--- src/rtl/press_count_seg.sv ---
`timescale 1ns/1ps
// press_count_seg
//   Counts debounced key presses as a 4-digit BCD value (0000..9999) and
//   drives a multiplexed 4-digit common-anode seven-segment display.
//
// Ports
//   i_clk    system clock (50 MHz)
//   i_rst_n  asynchronous active-low reset
//   i_flag   debounced press pulse; every high cycle counts as one press
//   i_clr    synchronous clear of count and wrap flag (wins over i_flag)
//   o_sel    digit select, active-low one-hot, bit0 = ones digit
//   o_seg    segments, active-low, bit7 = dp, bits6..0 = g..a
//   o_ovf    sticky wrap indicator (set on 9999 -> 0000)
//   o_bcd    current count {thousands, hundreds, tens, ones}
//
// Parameters
//   SCAN_DIV clock cycles per digit slot (>= 2)
//   SCAN_W   width of the scan prescaler, must hold SCAN_DIV-1
//
// Optional feature
//   LEADING_ZERO_BLANK_EN : when defined, zero digits above the most
//   significant nonzero digit are blanked; the ones digit is always shown.

module press_count_seg #(
  parameter int SCAN_DIV = 50_000,
  parameter int SCAN_W   = 16
) (
  input  logic        i_clk,
  input  logic        i_rst_n,
  input  logic        i_flag,
  input  logic        i_clr,
  output logic [3:0]  o_sel,
  output logic [7:0]  o_seg,
  output logic        o_ovf,
  output logic [15:0] o_bcd
);

  localparam logic [SCAN_W-1:0] SCAN_LAST = SCAN_W'(SCAN_DIV - 1);

  logic [15:0]       r_bcd;
  logic              r_ovf;
  logic [SCAN_W-1:0] r_presc;
  logic [1:0]        r_idx;
  logic [3:0]        r_sel;
  logic [7:0]        r_seg;

  logic [15:0]       w_bcdInc;
  logic              w_wrap;
  logic [3:0]        w_digit;
  logic [3:0]        w_selNext;
  logic [7:0]        w_segCode;
  logic              w_blank;

  // BCD increment with the carry rippling through all four digits in one
  // cycle; w_wrap marks the 9999 -> 0000 rollover.
  always_comb begin
    w_bcdInc = r_bcd;
    w_wrap   = 1'b0;
    if (r_bcd[3:0] != 4'd9) begin
      w_bcdInc[3:0] = r_bcd[3:0] + 4'd1;
    end else begin
      w_bcdInc[3:0] = 4'd0;
      if (r_bcd[7:4] != 4'd9) begin
        w_bcdInc[7:4] = r_bcd[7:4] + 4'd1;
      end else begin
        w_bcdInc[7:4] = 4'd0;
        if (r_bcd[11:8] != 4'd9) begin
          w_bcdInc[11:8] = r_bcd[11:8] + 4'd1;
        end else begin
          w_bcdInc[11:8] = 4'd0;
          if (r_bcd[15:12] != 4'd9) begin
            w_bcdInc[15:12] = r_bcd[15:12] + 4'd1;
          end else begin
            w_bcdInc[15:12] = 4'd0;
            w_wrap          = 1'b1;
          end
        end
      end
    end
  end

  // Press counter and sticky wrap flag; clear discards a same-cycle press.
  always_ff @(posedge i_clk or negedge i_rst_n) begin
    if (!i_rst_n) begin
      r_bcd <= 16'h0000;
      r_ovf <= 1'b0;
    end else if (i_clr) begin
      r_bcd <= 16'h0000;
      r_ovf <= 1'b0;
    end else if (i_flag) begin
      r_bcd <= w_bcdInc;
      if (w_wrap) begin
        r_ovf <= 1'b1;
      end
    end
  end

  // Scan prescaler; the digit index advances once per SCAN_DIV cycles and
  // wraps 3 -> 0 naturally through its 2-bit width.
  always_ff @(posedge i_clk or negedge i_rst_n) begin
    if (!i_rst_n) begin
      r_presc <= '0;
      r_idx   <= 2'd0;
    end else if (r_presc == SCAN_LAST) begin
      r_presc <= '0;
      r_idx   <= r_idx + 2'd1;
    end else begin
      r_presc <= r_presc + 1'b1;
    end
  end

  // Select the nibble and the digit enable for the current scan slot.
  always_comb begin
    w_digit   = r_bcd[3:0];
    w_selNext = 4'b1110;
    case (r_idx)
      2'd0: begin w_digit = r_bcd[3:0];   w_selNext = 4'b1110; end
      2'd1: begin w_digit = r_bcd[7:4];   w_selNext = 4'b1101; end
      2'd2: begin w_digit = r_bcd[11:8];  w_selNext = 4'b1011; end
      default: begin w_digit = r_bcd[15:12]; w_selNext = 4'b0111; end
    endcase
  end

  // A digit is blanked only if it and every digit above it are zero.
`ifdef LEADING_ZERO_BLANK_EN
  always_comb begin
    w_blank = 1'b0;
    case (r_idx)
      2'd3: w_blank = (r_bcd[15:12] == 4'd0);
      2'd2: w_blank = (r_bcd[15:8] == 8'd0);
      2'd1: w_blank = (r_bcd[15:4] == 12'd0);
      default: w_blank = 1'b0;
    endcase
  end
`else
  always_comb begin
    w_blank = 1'b0;
  end
`endif

  // Active-low segment patterns, decimal point kept off.
  always_comb begin
    w_segCode = 8'hFF;
    case (w_digit)
      4'd0: w_segCode = 8'hC0;
      4'd1: w_segCode = 8'hF9;
      4'd2: w_segCode = 8'hA4;
      4'd3: w_segCode = 8'hB0;
      4'd4: w_segCode = 8'h99;
      4'd5: w_segCode = 8'h92;
      4'd6: w_segCode = 8'h82;
      4'd7: w_segCode = 8'hF8;
      4'd8: w_segCode = 8'h80;
      4'd9: w_segCode = 8'h90;
      default: w_segCode = 8'hFF;
    endcase
  end

  // Display pins are registered so they come straight from flops.
  always_ff @(posedge i_clk or negedge i_rst_n) begin
    if (!i_rst_n) begin
      r_sel <= 4'b1111;
      r_seg <= 8'hFF;
    end else begin
      r_sel <= w_selNext;
      r_seg <= w_blank ? 8'hFF : w_segCode;
    end
  end

  assign o_sel = r_sel;
  assign o_seg = r_seg;
  assign o_ovf = r_ovf;
  assign o_bcd = r_bcd;

endmodule

--- config.mk ---
export PLATFORM = sky130hd
export DESIGN_NAME = press_count_seg
export DESIGN_NICKNAME = d
export VERILOG_FILES = /design/src/rtl/press_count_seg.sv
export SDC_FILE = /design/constraint.sdc
export NUM_CORES = 1
export LEC_CHECK = 0
export ABC_AREA = 1
export CAP_MARGIN = 20
export CORE_MARGIN = 3
export CORE_UTILIZATION = 45
export DETAILED_ROUTE_END_ITERATION = 10
export GPL_ROUTABILITY_DRIVEN = 0
export GPL_TIMING_DRIVEN = 0
export PLACE_DENSITY = 0.75
export SYNTH_ARGS = -nofsm -noshare
export SYNTH_HDL_FRONTEND = slang
export SYNTH_SLANG_ARGS = --single-unit
--- constraint.sdc ---
create_clock -name i_clk -period 1.6 [get_ports i_clk]
set_input_delay 0.24 -clock i_clk [delete_from_list [all_inputs] [get_ports i_clk]]
set_output_delay 0.24 -clock i_clk [all_outputs]
set_load 0.005 [all_outputs]
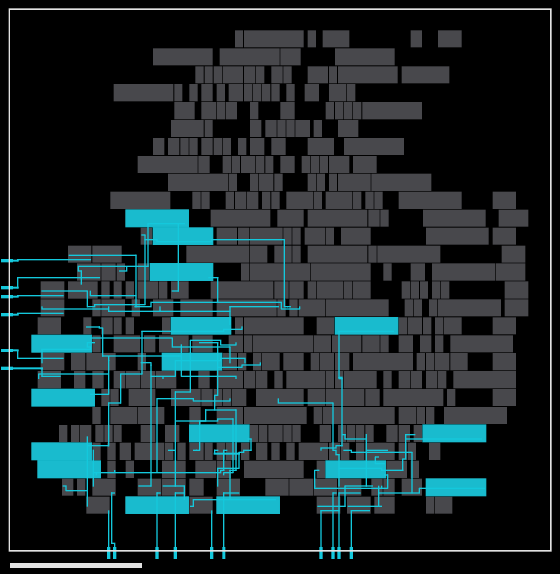
Figure 1: port wiring.
Bar = 20 microns.
Key: `o_bcd` = cyan [bits 16, direction output, end cells 16, buffers 16, wire 890 microns]

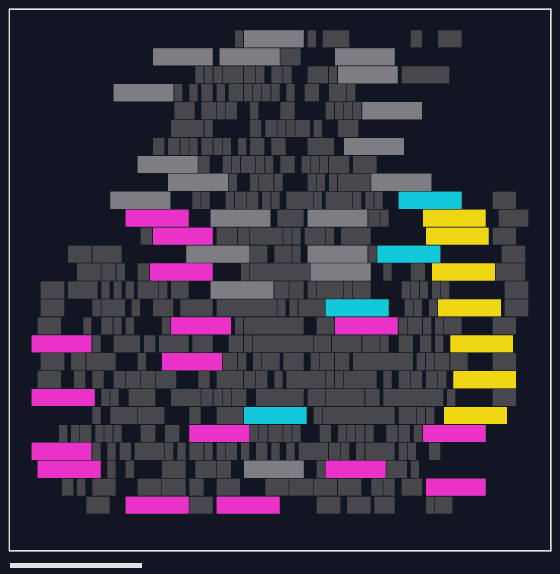
Figure 2: sequential cells coloured by netlist name.
Bar = 20 microns. Other sequential cells in the stronger grey, the rest of the logic in the fainter grey.
Key: `o_bcd` = magenta [placed flops 16]; `o_seg` = yellow [placed flops 7, where middle right]; `o_sel` = cyan [placed flops 4]
Another 19 sequential cells are not coloured.
fin util: 61.6%
Reg area: 0.00118 sq mm
flop share of the area: 34.5%
Seq. pwr: 1.44 mW

==> flow_summary.yaml <==
# physical design summary
worst_setup_path:
  r2r-start: "r_idx[1]"
  cp_max_fo: 5
  ff2ff_setup_slack_ps: -30
  timing.rr.end: "o_seg[3]"
  critical_path.endpoint: "o_seg[3]"
placement:
  port_buffers: 31
  dp_hpwl_mm: 3.81
routing:
  vias: 2171
  routedWlPerCell_microns: 12.6
  viasPerCell: 4.91
  drc: 0
sta:
  fin_skew_ps: 4.10
  setup_viol: 1
  rsz0062_at_grt: "yes"
  fin_ws_ps: -29.6
  final_max_slew_viol_count: 0
final_layout:
  nNonClkInverters: 49
  area_dominant_class: "combinational gates"
  buf_share_pct: 13.2
  area_growth_pct: 31.7
  logic_gates: 220
  comb_share_pct: 40.9
  stdcell_area_sq_mm: 0.00341
die:
  fp-utilization_pct: 46.8
  num_io_pins: 33
  chip_area_sq_mm: 0.00671
logic_synthesis:
  ys_cells: 316
  syn_inst: 316
  area_leaders: "dfrtp_1, nand2_1, dfstp_2, ha_1, inv_1"
  ys_seq_share_pct: 44.9
  synthArstFlopShare_pct: 100
  yosysWarnings: 0
  fp_nets: 336
  netlist.area_leader.share_pct: 33.8
  synth-seq-cells: 46
  yosys_area_sq_mm: 0.00259
min_path:
  min_path_type: "in2async"
grt:
  grt_max_degree: 30
  gr-total-overflow: 0
cts:
  clkSlewWorstSetupHoldPaths_ps: 90
  cts_resized: 19
  clock_latency_ps: 300
  cts_tree: "built"
status:
  violations: "setup timing"
  status: "finished, violations left"
job:
  warnings: 36
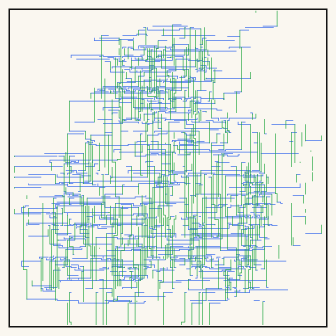
Figure 3: signal wires by layer.
Two of the layers only.
Key: metal 2 = green [wire length 2,660 microns]; metal 1 = blue [wire length 2,610 microns]

==> registers in the layout, indices dropped and copies added, names as in the netlist <==
signal	cells
r_idx	2
o_seg	7
o_sel	4
o_bcd	16
r_presc	16
o_ovf	1
==> per-layer routing <==
layer	share of wire, %	vias to the layer above	global-route usage [%]
met3	3.0	12	2.85
met2	48	41	27.1
met5	0	-	0
li1	-	1093	-
met1	47	1025	23.1
met4	2.1	0	7.64
==> report_power, final <==
group	total, mW	switching [mW]	internal, mW
Clock	0.874	0.413	0.460
Combinational	0.855	0.414	0.440
Sequential	1.44	0.108	1.33
Total	3.17	0.935	2.23
==> cell usage in the layout (no fill, tap or decap), types with 2 or more instances in the layout <==
cell,count
nand2_1,69
inv_1,38
nor2_1,31
clkdlybuf4s50_1,28
dfrtp_1,25
nand3_1,17
xor2_1,14
nand2_2,13
buf_4,13
dfstp_2,11
nand4_1,10
ha_1,10
dfrtp_2,10
inv_2,7
o21ai_1,7
o21ai_0,7
nor2_4,6
ha_4,6
nand2_4,5
a21oi_1,5
clkbuf_8,5
nor2_2,4
inv_4,3
o21ai_2,3
nor3_1,3
clkinv_2,3
o21ai_4,2
nand3_2,2
o22ai_1,2
dlymetal6s2s_1,2
==> worst max-delay path, cell delays in order, from the launching register on <==
cell and delay (ps):
dfrtp_2 450, inv_4 70, ha_4 180, nand2_2 70, nand2_2 60, o21ai_2 180, inv_2 90, ha_4 280
nand2_2 50, nand2_2 40, nand2_1 50, nand2_1 60
==> cell families after synthesis <==
group           count (synthesis)  synth area share, %
compound gates                 28                 6.90
xor+xnor                       14                 4.73
fa+ha+maj                      16                 7.72
buf+inv                        50                 7.43
flops                          46                 44.9
other cells                     1                0.145
simple gates                  161                 28.1
Power and IR drop assume default switching activity.
